Figure 1. Wires at chosen ports, followed through buffers (run 1).
Drawn at 6 px/µm.
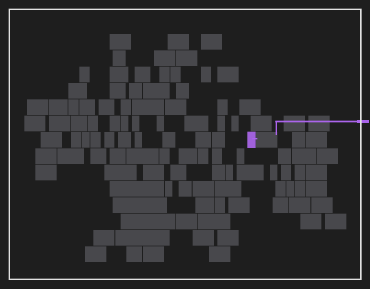
Figure 2. Routing congestion (run 1).
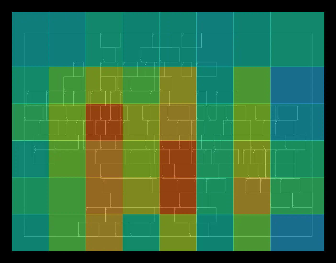
Figure 3. Met2 routing (run 1).
Drawn at 4 px/µm.
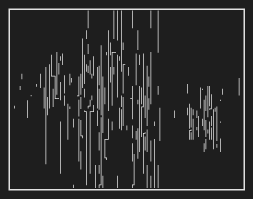
Figure 4. Pin map (run 1).
Drawn at 4 px/µm. Pins as bars across the die edge, other pins in gray.
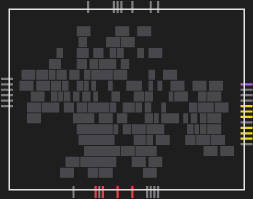
--- config.mk ---
export PLATFORM = sky130hd
export DESIGN_NAME = mips_mc_controller
export DESIGN_NICKNAME = d
export VERILOG_FILES = /design/src/rtl/mips_ctrl_pkg.sv /design/src/rtl/mips_alu_decoder.sv /design/src/rtl/mips_mc_controller.sv
export SDC_FILE = /design/constraint.sdc
export NUM_CORES = 1
export LEC_CHECK = 0
export ABC_AREA = 0
export CAP_MARGIN = 10
export CELL_PAD_IN_SITES_DETAIL_PLACEMENT = 0
export CELL_PAD_IN_SITES_GLOBAL_PLACEMENT = 1
export CORE_ASPECT_RATIO = 0.75
export CORE_MARGIN = 2
export CORE_UTILIZATION = 27
export CTS_CLUSTER_SIZE = 16
export DETAILED_ROUTE_END_ITERATION = 10
export PLACE_DENSITY = 0.94
export SLEW_MARGIN = 20
export SYNTH_ARGS = -nofsm -noshare
export SYNTH_HDL_FRONTEND = slang
export SYNTH_SLANG_ARGS = --single-unit
--- constraint.sdc ---
create_clock -name clk -period 5.2 [get_ports clk]
set_input_delay 1.56 -clock clk [delete_from_list [all_inputs] [get_ports clk]]
set_output_delay 1.56 -clock clk [all_outputs]
set_load 0.02 [all_outputs]
--- src/rtl/mips_ctrl_pkg.sv ---
// Shared encodings for the multicycle MIPS main controller.
// Holds state, opcode, funct, ALUOp and ALUControl codes used by the FSM and the ALU decoder.
// Optional feature macro: MIPS_CTRL_BNE_EN (adds the BNE state, encoding 12).
package mips_ctrl_pkg;

  localparam int unsigned OPCODE_W  = 6;
  localparam int unsigned FUNCT_W   = 6;
  localparam int unsigned ALUCTRL_W = 3;
  localparam int unsigned STATE_W   = 4;

  typedef enum logic [STATE_W-1:0] {
    S_FETCH  = 4'd0,
    S_DECODE = 4'd1,
    S_MEMADR = 4'd2,
    S_MEMRD  = 4'd3,
    S_MEMWB  = 4'd4,
    S_MEMWR  = 4'd5,
    S_EXEC   = 4'd6,
    S_ALUWB  = 4'd7,
    S_BEQ    = 4'd8,
    S_ADDIEX = 4'd9,
    S_ADDIWB = 4'd10,
    S_JUMP   = 4'd11
`ifdef MIPS_CTRL_BNE_EN
    , S_BNE  = 4'd12
`endif
  } state_t;

  localparam logic [OPCODE_W-1:0] OP_RTYPE = 6'b000000;
  localparam logic [OPCODE_W-1:0] OP_LW    = 6'b100011;
  localparam logic [OPCODE_W-1:0] OP_SW    = 6'b101011;
  localparam logic [OPCODE_W-1:0] OP_BEQ   = 6'b000100;
  localparam logic [OPCODE_W-1:0] OP_BNE   = 6'b000101;
  localparam logic [OPCODE_W-1:0] OP_ADDI  = 6'b001000;
  localparam logic [OPCODE_W-1:0] OP_J     = 6'b000010;

  localparam logic [FUNCT_W-1:0] FN_ADD = 6'b100000;
  localparam logic [FUNCT_W-1:0] FN_SUB = 6'b100010;
  localparam logic [FUNCT_W-1:0] FN_AND = 6'b100100;
  localparam logic [FUNCT_W-1:0] FN_OR  = 6'b100101;
  localparam logic [FUNCT_W-1:0] FN_SLT = 6'b101010;

  typedef enum logic [1:0] {
    ALUOP_ADD   = 2'b00,
    ALUOP_SUB   = 2'b01,
    ALUOP_FUNCT = 2'b10
  } aluop_t;

  localparam logic [ALUCTRL_W-1:0] ALU_AND = 3'b000;
  localparam logic [ALUCTRL_W-1:0] ALU_OR  = 3'b001;
  localparam logic [ALUCTRL_W-1:0] ALU_ADD = 3'b010;
  localparam logic [ALUCTRL_W-1:0] ALU_SUB = 3'b110;
  localparam logic [ALUCTRL_W-1:0] ALU_SLT = 3'b111;

endpackage

--- src/rtl/mips_alu_decoder.sv ---
// ALU decoder: maps ALUOp and the R-type funct field onto the ALU operation select.
// Ports: i_aluop (add/sub/funct), i_funct (Instr[5:0]), o_alu_control (to the ALU).
module mips_alu_decoder
  import mips_ctrl_pkg::*;
#(
  parameter int unsigned FUNCT_WIDTH      = 6,
  parameter int unsigned ALUControl_WIDTH = 3
) (
  input  aluop_t                      i_aluop,
  input  logic [FUNCT_WIDTH-1:0]      i_funct,
  output logic [ALUControl_WIDTH-1:0] o_alu_control
);

  // Unknown funct codes fall back to add so the datapath never sees an undefined op.
  always_comb begin
    o_alu_control = ALUControl_WIDTH'(ALU_ADD);
    case (i_aluop)
      ALUOP_ADD: o_alu_control = ALUControl_WIDTH'(ALU_ADD);
      ALUOP_SUB: o_alu_control = ALUControl_WIDTH'(ALU_SUB);
      ALUOP_FUNCT: begin
        case (i_funct)
          FUNCT_WIDTH'(FN_ADD): o_alu_control = ALUControl_WIDTH'(ALU_ADD);
          FUNCT_WIDTH'(FN_SUB): o_alu_control = ALUControl_WIDTH'(ALU_SUB);
          FUNCT_WIDTH'(FN_AND): o_alu_control = ALUControl_WIDTH'(ALU_AND);
          FUNCT_WIDTH'(FN_OR):  o_alu_control = ALUControl_WIDTH'(ALU_OR);
          FUNCT_WIDTH'(FN_SLT): o_alu_control = ALUControl_WIDTH'(ALU_SLT);
          default:              o_alu_control = ALUControl_WIDTH'(ALU_ADD);
        endcase
      end
      default: o_alu_control = ALUControl_WIDTH'(ALU_ADD);
    endcase
  end

endmodule

--- src/rtl/mips_mc_controller.sv ---
// Main control FSM of the multicycle MIPS core (Moore outputs decoded from state).
// Inputs : clk, rst_n (async, active-low), opcode, funct, zero (ALU flag).
// Outputs: IorD, MemWrite, IRWrite, RegDst, MemtoReg, RegWrite, ALUSrcA, ALUSrcB,
//          ALUControl, PCSrc, PCEn, illegal_op, state_o (debug).
// Optional feature macro: MIPS_CTRL_BNE_EN (adds bne via state BNE = 12).
module mips_mc_controller
  import mips_ctrl_pkg::*;
#(
  parameter int unsigned OPCODE_WIDTH     = 6,
  parameter int unsigned FUNCT_WIDTH      = 6,
  parameter int unsigned ALUControl_WIDTH = 3
) (
  input  logic                        clk,
  input  logic                        rst_n,
  input  logic [OPCODE_WIDTH-1:0]     opcode,
  input  logic [FUNCT_WIDTH-1:0]      funct,
  input  logic                        zero,
  output logic                        IorD,
  output logic                        MemWrite,
  output logic                        IRWrite,
  output logic                        RegDst,
  output logic                        MemtoReg,
  output logic                        RegWrite,
  output logic                        ALUSrcA,
  output logic [1:0]                  ALUSrcB,
  output logic [ALUControl_WIDTH-1:0] ALUControl,
  output logic [1:0]                  PCSrc,
  output logic                        PCEn,
  output logic                        illegal_op,
  output logic [3:0]                  state_o
);

  state_t r_state;
  state_t w_next;
  aluop_t w_aluop;
  logic   w_irwrite, w_memwrite, w_regwrite, w_pcwrite, w_branch, w_illegal, w_pcen;
`ifdef MIPS_CTRL_BNE_EN
  logic   w_branch_ne;
`endif

  // State register; async reset parks the FSM in FETCH.
  always_ff @(posedge clk or negedge rst_n) begin
    if (!rst_n) r_state <= S_FETCH;
    else        r_state <= w_next;
  end

  // Next-state and per-state control decode.
  always_comb begin
    w_next     = S_FETCH;
    w_aluop    = ALUOP_ADD;
    w_irwrite  = 1'b0;
    w_memwrite = 1'b0;
    w_regwrite = 1'b0;
    w_pcwrite  = 1'b0;
    w_branch   = 1'b0;
    w_illegal  = 1'b0;
`ifdef MIPS_CTRL_BNE_EN
    w_branch_ne = 1'b0;
`endif
    IorD     = 1'b0;
    RegDst   = 1'b0;
    MemtoReg = 1'b0;
    ALUSrcA  = 1'b0;
    ALUSrcB  = 2'b00;
    PCSrc    = 2'b00;
    case (r_state)
      S_FETCH: begin
        w_irwrite = 1'b1;
        w_pcwrite = 1'b1;
        ALUSrcB   = 2'b01;
        w_next    = S_DECODE;
      end
      S_DECODE: begin
        // Speculatively compute the branch target into ALUOut.
        ALUSrcB = 2'b11;
        case (opcode)
          OPCODE_WIDTH'(OP_LW),
          OPCODE_WIDTH'(OP_SW):    w_next = S_MEMADR;
          OPCODE_WIDTH'(OP_RTYPE): w_next = S_EXEC;
          OPCODE_WIDTH'(OP_BEQ):   w_next = S_BEQ;
          OPCODE_WIDTH'(OP_ADDI):  w_next = S_ADDIEX;
          OPCODE_WIDTH'(OP_J):     w_next = S_JUMP;
`ifdef MIPS_CTRL_BNE_EN
          OPCODE_WIDTH'(OP_BNE):   w_next = S_BNE;
`endif
          default: begin
            w_illegal = 1'b1;
            w_next    = S_FETCH;
          end
        endcase
      end
      S_MEMADR: begin
        ALUSrcA = 1'b1;
        ALUSrcB = 2'b10;
        w_next  = (opcode == OPCODE_WIDTH'(OP_LW)) ? S_MEMRD : S_MEMWR;
      end
      S_MEMRD: begin
        IorD   = 1'b1;
        w_next = S_MEMWB;
      end
      S_MEMWB: begin
        w_regwrite = 1'b1;
        MemtoReg   = 1'b1;
      end
      S_MEMWR: begin
        IorD       = 1'b1;
        w_memwrite = 1'b1;
      end
      S_EXEC: begin
        ALUSrcA = 1'b1;
        w_aluop = ALUOP_FUNCT;
        w_next  = S_ALUWB;
      end
      S_ALUWB: begin
        RegDst     = 1'b1;
        w_regwrite = 1'b1;
      end
      S_BEQ: begin
        ALUSrcA  = 1'b1;
        w_aluop  = ALUOP_SUB;
        w_branch = 1'b1;
        PCSrc    = 2'b01;
      end
`ifdef MIPS_CTRL_BNE_EN
      S_BNE: begin
        ALUSrcA     = 1'b1;
        w_aluop     = ALUOP_SUB;
        w_branch_ne = 1'b1;
        PCSrc       = 2'b01;
      end
`endif
      S_ADDIEX: begin
        ALUSrcA = 1'b1;
        ALUSrcB = 2'b10;
        w_next  = S_ADDIWB;
      end
      S_ADDIWB: w_regwrite = 1'b1;
      S_JUMP: begin
        PCSrc     = 2'b10;
        w_pcwrite = 1'b1;
      end
      default: w_next = S_FETCH;
    endcase
  end

  // The branch term is the only path from the zero input to an output.
`ifdef MIPS_CTRL_BNE_EN
  assign w_pcen = w_pcwrite | (w_branch & zero) | (w_branch_ne & ~zero);
`else
  assign w_pcen = w_pcwrite | (w_branch & zero);
`endif

  // Write enables are gated by rst_n so nothing commits while reset is held.
  assign IRWrite    = w_irwrite  & rst_n;
  assign MemWrite   = w_memwrite & rst_n;
  assign RegWrite   = w_regwrite & rst_n;
  assign PCEn       = w_pcen     & rst_n;
  assign illegal_op = w_illegal  & rst_n;
  assign state_o    = 4'(r_state);

  mips_alu_decoder #(
    .FUNCT_WIDTH      (FUNCT_WIDTH),
    .ALUControl_WIDTH (ALUControl_WIDTH)
  ) u_alu_decoder (
    .i_aluop       (w_aluop),
    .i_funct       (funct),
    .o_alu_control (ALUControl)
  );

endmodule
==> CHANGELOG.md, run 1 <==
## Implementation

- Outcome: completed
- Top cells by count: nor3_1, a21oi_1
- DP Area: 938 µm²
- Sequential cell count: 4
- Flop share of the area: 0.104
- # clock sinks: 4
- Hold_buf cts: 0
- Total gr overflow: 0
- Reg2reg setup slack: 3760 ps
- Initial Util: 0.292
- Yosys top cell by area: dfrtp_1
- Htree depth: 1
- Post-route setup slack: 270 ps
- Via count: 696
- Met2 wire length: 804 µm
- Critical-path top delay cell: clkdlybuf4s50_1
- Final Non-Filler Cells: 133
- Most frequent cells in the layout: clkdlybuf4s50_1, nor3_1, a21oi_1
- Register area: 100 µm²
- ClkCell Share: 0.0234
- Sequential power: 0.0712 mW
- Slew Limit Fails: 0
- Comb area leader: simple AND/OR/NAND/NOR gates
- DRT iter0 DRCs: 23
- Top Family by Delay on Critical Path: buffers and inverters
- Clock buffers: 3
- Clock-pin slew on the worst setup and hold paths: 40 ps
- Global routing usage on met1: 0.135
- DRT Pass-1 Iters: 4
- Critical path fanouts, max: 4
- Crit. End Element: output pin
- Post-route antenna net violation count: 0
- Combinational share of cell area: 0.456
- Slowest stage delay, CP: 610 ps
- Largest Pwr Group: combinational logic
- Ys cells: 75
- Maximum ir drop on the vdd rail: 168 µV
- Yosys stat area: 598 µm²
- Warnings, synthesis: 0
- Number of gates resized after CTS: 0
- Unrepaired setup endpoints after global routing: false
- Worst Hold Launch: state_o[3]
- Syn avg cell area: 7.97 µm²
- Power, Total: 0.278 mW
- Sequential power share: 0.256
- Dominant synthesized flop cell: dfrtp_1
- Post-route setup TNS: 0 ps
- WP data required: 3640 ps
- P per Cell Area: 289 nW/µm²
- Post-synth ARST share: 1.00
- Reg2reg end: state_o[2]
- Synth Cell Area: 598 µm²
- Largest net degree at the start of global routing: 19
- Adder-Cell Fraction of Synth Area: 0.0418
- Max Buffers Root-to-Sink: 2
- Critical path depth in cells: 5
- Worst path cell trace: clkdlybuf4s50_1 -> inv_1 -> or3_1 -> and4bb_1 -> clkdlybuf4s50_1
- Top cell area share: 0.167
- Post-synth area hogs: dfrtp_1, nor3_1, a21oi_1, xor2_1, ha_1
- Hold Path Class: flop to flop
- AND/OR/NAND/NOR Cells, Area Fraction: 0.416
- TritonCTS Buffers: 3
- R2R cell count: 3
- Initial antenna violation count: 0
- Root Buffer: clkbuf_4
- Max-slew headroom: 0.633
-- Figure 1 (at the start) --
- purple: MemtoReg (bits 1; direction output; edge right; end cells 1; buffers 1; wire 16.5 µm)

-- Figure 2 (at the start) --
Core Util, Final: 0.469
drt wl/cell: 12.4 µm
grt met2 use: 0.227
grt peak-use layer: met2
GRT Total Usage: 0.122

-- Figure 3 (at the start) --
- main direction: vertical
- nets with wire on the layer: 111
- share of all routed wire: 49%
- longest straight run: 24.1 µm

-- Figure 4 (at the start) --
- yellow: funct (pins 6; direction input; edge right)
- purple: MemtoReg (pins 1; direction output; edge right)
- red: state_o (pins 4; direction output; edge bottom)
- all pins by edge: 12 right, 10 bottom, 7 top, 6 left

==> run 2, diff against run 1 <==
Settings changed: CORE_ASPECT_RATIO 0.75 to unset, CORE_UTILIZATION 27 to 44, DONT_BUFFER_PORTS set to 1, PLACE_DENSITY 0.94 to 0.91.
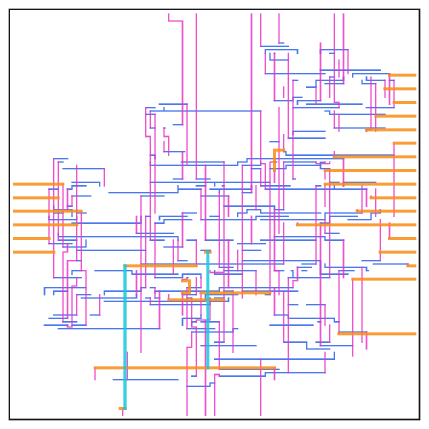
Figure 5: run 2, signal wires by layer.
Drawn at 10 px/µm.
- cyan: met4 (wire length 25.8 µm)
- blue: met1 (wire length 595 µm)
- magenta: met2 (wire length 609 µm)
- orange: met3 (wire length 160 µm)
drt total wl: 1390 µm
via count: 592

==> run 2 against run 1 <==
  * Clock power is 4% higher
  * Combinational power down 46%
  * Critical path type is now flop to output pin
  * Synthesized area unchanged
  * Via count shrank 15%
  * Die area shrank 36%
  * Highest routed layer is now met4
  * Count of clock-buffer cells in the layout stayed put
  * Global-route usage increased by 5.3 points
  * Wire length down 16%
  * Clock skew is 2.3 ps higher
  * Register-to-register slack lost 110 ps
  * Largest cell class unchanged
==> CHANGELOG.md, run 2 <==
## Implementation

- Initial antenna violation count: 0 (unchanged)
- Syn avg cell area: 7.97 µm² (unchanged)
- Worst Path Buf+Inv: 1
- Post-route setup slack: 949 ps (+679 ps)
- Flop share of the area: 0.164 (+0.0601)
- Crit. End Element: output pin
- # clock sinks: 4 (unchanged)
- Synth Cell Area: 598 µm² (unchanged)
- Largest Pwr Group: combinational logic
- Top Family by Delay on Critical Path: simple AND/OR/NAND/NOR gates
- DRT iter0 DRCs: 10 (-57%)
- Hold Path Class: flop to flop
- Max Buffers Root-to-Sink: 2 (unchanged)
- Reg2reg setup slack: 3650 ps (-110 ps)
- ClkCell Share: 0.0370 (+0.0135)
- Largest net degree at the start of global routing: 19 (unchanged)
- Count leader, synth: nor3_1
- Worst Hold Launch: state_o[3]
- Slowest stage delay, CP: 770 ps (+160 ps)
- Area grow syn2layout: 1.88%
- Sequential power: 0.0809 mW (+14%)
- Post-synth area hogs: dfrtp_1, nor3_1, a21oi_1, xor2_1, ha_1
- NonClk Buf Share: 0.0123
- Buffer count from post-CTS setup fixing: 0
- Met2 wire length: 608 µm (-24%)
- Warnings, synthesis: 0 (unchanged)
- Sequential power share: 0.383 (+0.127)
- Ys cells: 75 (unchanged)
- Max-slew headroom: 0.518 (-0.115)
- Combinational share of cell area: 0.719 (+0.263)
- WP data required: 3640 ps (about the same)
- Top cells by count: nor3_1, a21oi_1
- Most frequent cells in the layout: nor3_1, a21oi_1
- Grt met2 use: 0.262 (+0.0348)
- Power, Total: 0.211 mW (-24%)
- GRT Total Usage: 0.175 (+0.0532)
- Outcome: completed
- Gpl congestion: 0.748
- Yosys stat area: 598 µm² (unchanged)
- Comb area leader: simple AND/OR/NAND/NOR gates
- TritonCTS Buffers: 3 (unchanged)
- Number of gates resized after CTS: 0 (unchanged)
- Leakage power: 0.226 nW
- Register area: 100 µm² (unchanged)
- Dominant synthesized flop cell: dfrtp_1
- Critical path depth in cells: 7 (+2)
- Post-route setup TNS: 0 ps (unchanged)
- Slew Limit Fails: 0 (unchanged)
- Adder-Cell Fraction of Synth Area: 0.0418 (unchanged)
- Clock-pin slew on the worst setup and hold paths: 40 ps (about the same)
- Post-route antenna net violation count: 0 (unchanged)
- Clock buffers: 3 (unchanged)
- Root Buffer: clkbuf_4
- Critical-path top delay cell: dfrtp_1
- Initial Util: 0.465 (+0.174)
- DP Area: 587 µm² (-37%)
- AND/OR/NAND/NOR Cells, Area Fraction: 0.416 (unchanged)
- Reg2reg end: state_o[2]
- Min cycle time layout: 4250 ps
- Worst path cell trace: nand2b_1 -> or3_1 -> inv_2 -> ha_1 -> nor4bb_1 -> nand3_1 -> a21oi_1
- Htree depth: 1 (unchanged)
- Number of flip-flops in the largest register: 4
- R2R cell count: 3 (unchanged)
- Die area: 1670 µm²
- Maximum ir drop on the vdd rail: 244 µV (+45%)
- Post-synth ARST share: 1.00 (unchanged)
- Yosys top cell by area: dfrtp_1
- P per Cell Area: 347 nW/µm² (+20%)
- Grt peak-use layer: met2
- Global routing usage on met1: 0.218 (+0.0830)
- Sequential cell count: 4 (unchanged)
- Critical path fanouts, max: 16 (+12)
- Final Non-Filler Cells: 90 (-32%)
- Total gr overflow: 0 (unchanged)
- Top cell area share: 0.167 (unchanged)
- Unrepaired setup endpoints after global routing: false
- Hold_buf cts: 0 (unchanged)
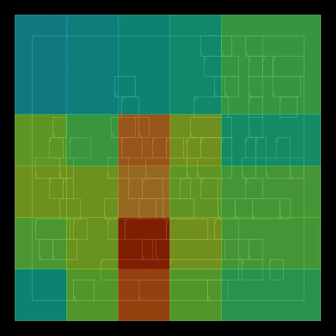
Figure 6: run 2, routing congestion.
Core Util, Final: 0.474
drt wl/cell: 15.4 µm

==> run 3, diff against run 2 <==
Settings changed: CORE_UTILIZATION 44 to 36, PLACE_DENSITY 0.91 to 0.81.
Clock period 5.2 ns to 3.54 ns, I/O delays scaled along.
==> run 3 against run 2 <==
  * Sequential power shrank 25%
  * Synthesized area is the same
  * Clock skew is essentially flat
  * Die area grew 20%
  * Non-clock buffer count grew 8
  * Critical path type unchanged
  * Critical endpoint unchanged
==> CHANGELOG.md, run 3 <==
## Implementation

- Leakage power: 0.268 nW (+19%)
- Post-route antenna net violation count: 0 (unchanged)
- Worst Path Buf+Inv: 2 (+1)
- Total gr overflow: 0 (unchanged)
- Unrepaired setup endpoints after global routing: false
- Top cell area share: 0.167 (unchanged)
- Post-synth area hogs: dfrtp_1, nor3_1, a21oi_1, xor2_1, ha_1
- Grt peak-use layer: met2
- Buffer count from post-CTS setup fixing: 0 (unchanged)
- Hold Path Class: input port to asynchronous set/reset pin
- DRT iter0 DRCs: 24 (+14)
- Top Family by Delay on Critical Path: simple AND/OR/NAND/NOR gates
- Setup CP Type: flop to output pin
- DP Area: 648 µm² (+10%)
- Worst path cell trace: nand2b_1 -> or3_1 -> inv_2 -> ha_1 -> nor4bb_1 -> nand3_1 -> a21oi_1 -> buf_4
- Slowest stage delay, CP: 380 ps (-390 ps)
- Slew Limit Fails: 0 (unchanged)
- Reg2reg setup slack: 2280 ps (-1370 ps)
- Final Non-Filler Cells: 99 (+10%)
- Drt wl/cell: 14.8 µm (-4.0%)
- Sequential power: 0.0608 mW (-25%)
- AND/OR/NAND/NOR Cells, Area Fraction: 0.416 (unchanged)
- Maximum ir drop on the vdd rail: 194 µV (-21%)
- Warnings, synthesis: 0 (unchanged)
- Max-slew headroom: 0.563 (+0.0449)
- Initial antenna violation count: 0 (unchanged)
- Post-route setup slack: 294 ps (-656 ps)
- First-pass GRT wire length: 2330 µm
- Syn avg cell area: 7.97 µm² (unchanged)
- Power, Total: 0.342 mW (+62%)
- Number of gates resized after CTS: 0 (unchanged)
- Post-route setup TNS: 0 ps (unchanged)
- Tapcell count: 16
- Reg2reg end: state_o[2]
- Critical-path top delay cell: nor4bb_1
- Crit path DAT: 2180 ps
- NonClk Buf Share: 0.101 (+0.0884)
- Number of flip-flops in the largest register: 4 (unchanged)
- Post-synth EDFFs: 0
- Drt total wl: 1470 µm (+5.6%)
- DRT Pass-1 Iters: 4
- Initial Util: 0.392 (-0.0730)
- P_clk: 0.0581 mW
- Critical path fanouts, max: 4 (-12)
- Flop share of the area: 0.149 (-0.0150)
- Ys cells: 75 (unchanged)
- Largest net degree at the start of global routing: 18 (-1)
- Die area: 2000 µm² (+20%)
- Yosys stat area: 598 µm² (unchanged)
- GRT Total Usage: 0.157 (-0.0182)
- WP data required: 2480 ps (-1160 ps)
- P per Cell Area: 510 nW/µm² (+47%)
- Yosys top cell by area: dfrtp_1
- Critical path depth in cells: 8 (+1)
- Min cycle time layout: 3250 ps
- Combinational share of cell area: 0.653 (-0.0657)
- Adder-Cell Fraction of Synth Area: 0.0418 (unchanged)
- Via count: 612 (+3.4%)
- Gpl congestion: 0.768 (+2.6%)
- Drt via density: 6.18
- Top cells by count: nor3_1, a21oi_1
- # clock sinks: 4 (unchanged)
- Design area: 671 µm²
- Hold_buf cts: 0 (unchanged)
- Sequential cell count: 4 (unchanged)
- Crit path to: ALUControl[0]
- Sequential power share: 0.178 (-0.205)
- Most frequent cells in the layout: buf_4, nor3_1, a21oi_1
- ClkCell Share: 0.0336 (-0.00338)
- Post-synth ARST share: 1.00 (unchanged)
- Crit. End Element: output pin
- Count leader, synth: nor3_1
- R2R cell count: 4 (+1)
- Outcome: completed
- TritonCTS Buffers: 3 (unchanged)
- Clock-pin slew on the worst setup and hold paths: 40 ps (about the same)
- Core area: 1520 µm²
- Dominant synthesized flop cell: dfrtp_1
- Grt met2 use: 0.246 (-0.0153)
- Root Buffer: clkbuf_4
- Max Buffers Root-to-Sink: 2 (unchanged)
- Met2 wire length: 709 µm (+17%)
- Clock buffers: 3 (unchanged)
- Register area: 100 µm² (unchanged)
- Synth Cell Area: 598 µm² (unchanged)
- Largest Pwr Group: combinational logic
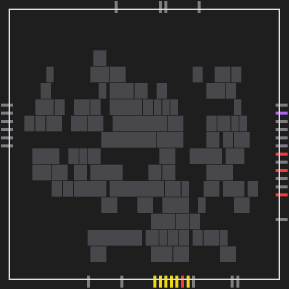
Figure 7: run 3, pin map.
Drawn at 6 px/µm. Pins as bars across the die edge, other pins in gray.
- yellow: funct (pins 6; direction input; edge bottom)
- red: state_o (pins 4; direction output; edge 3 right, 1 bottom)
- purple: MemtoReg (pins 1; direction output; edge right)
- all pins by edge: 13 right, 12 bottom, 6 left, 4 top
Port-buffer cells: 0
Die W: 44.8 µm
die height: 44.8 µm

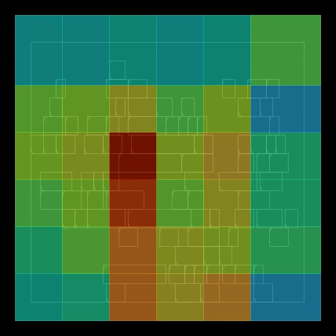
Figure 8: run 3, routing congestion.
global routing usage on met1: 0.197
Core Util, Final: 0.440

Power is estimated from default activity; no workload was simulated.
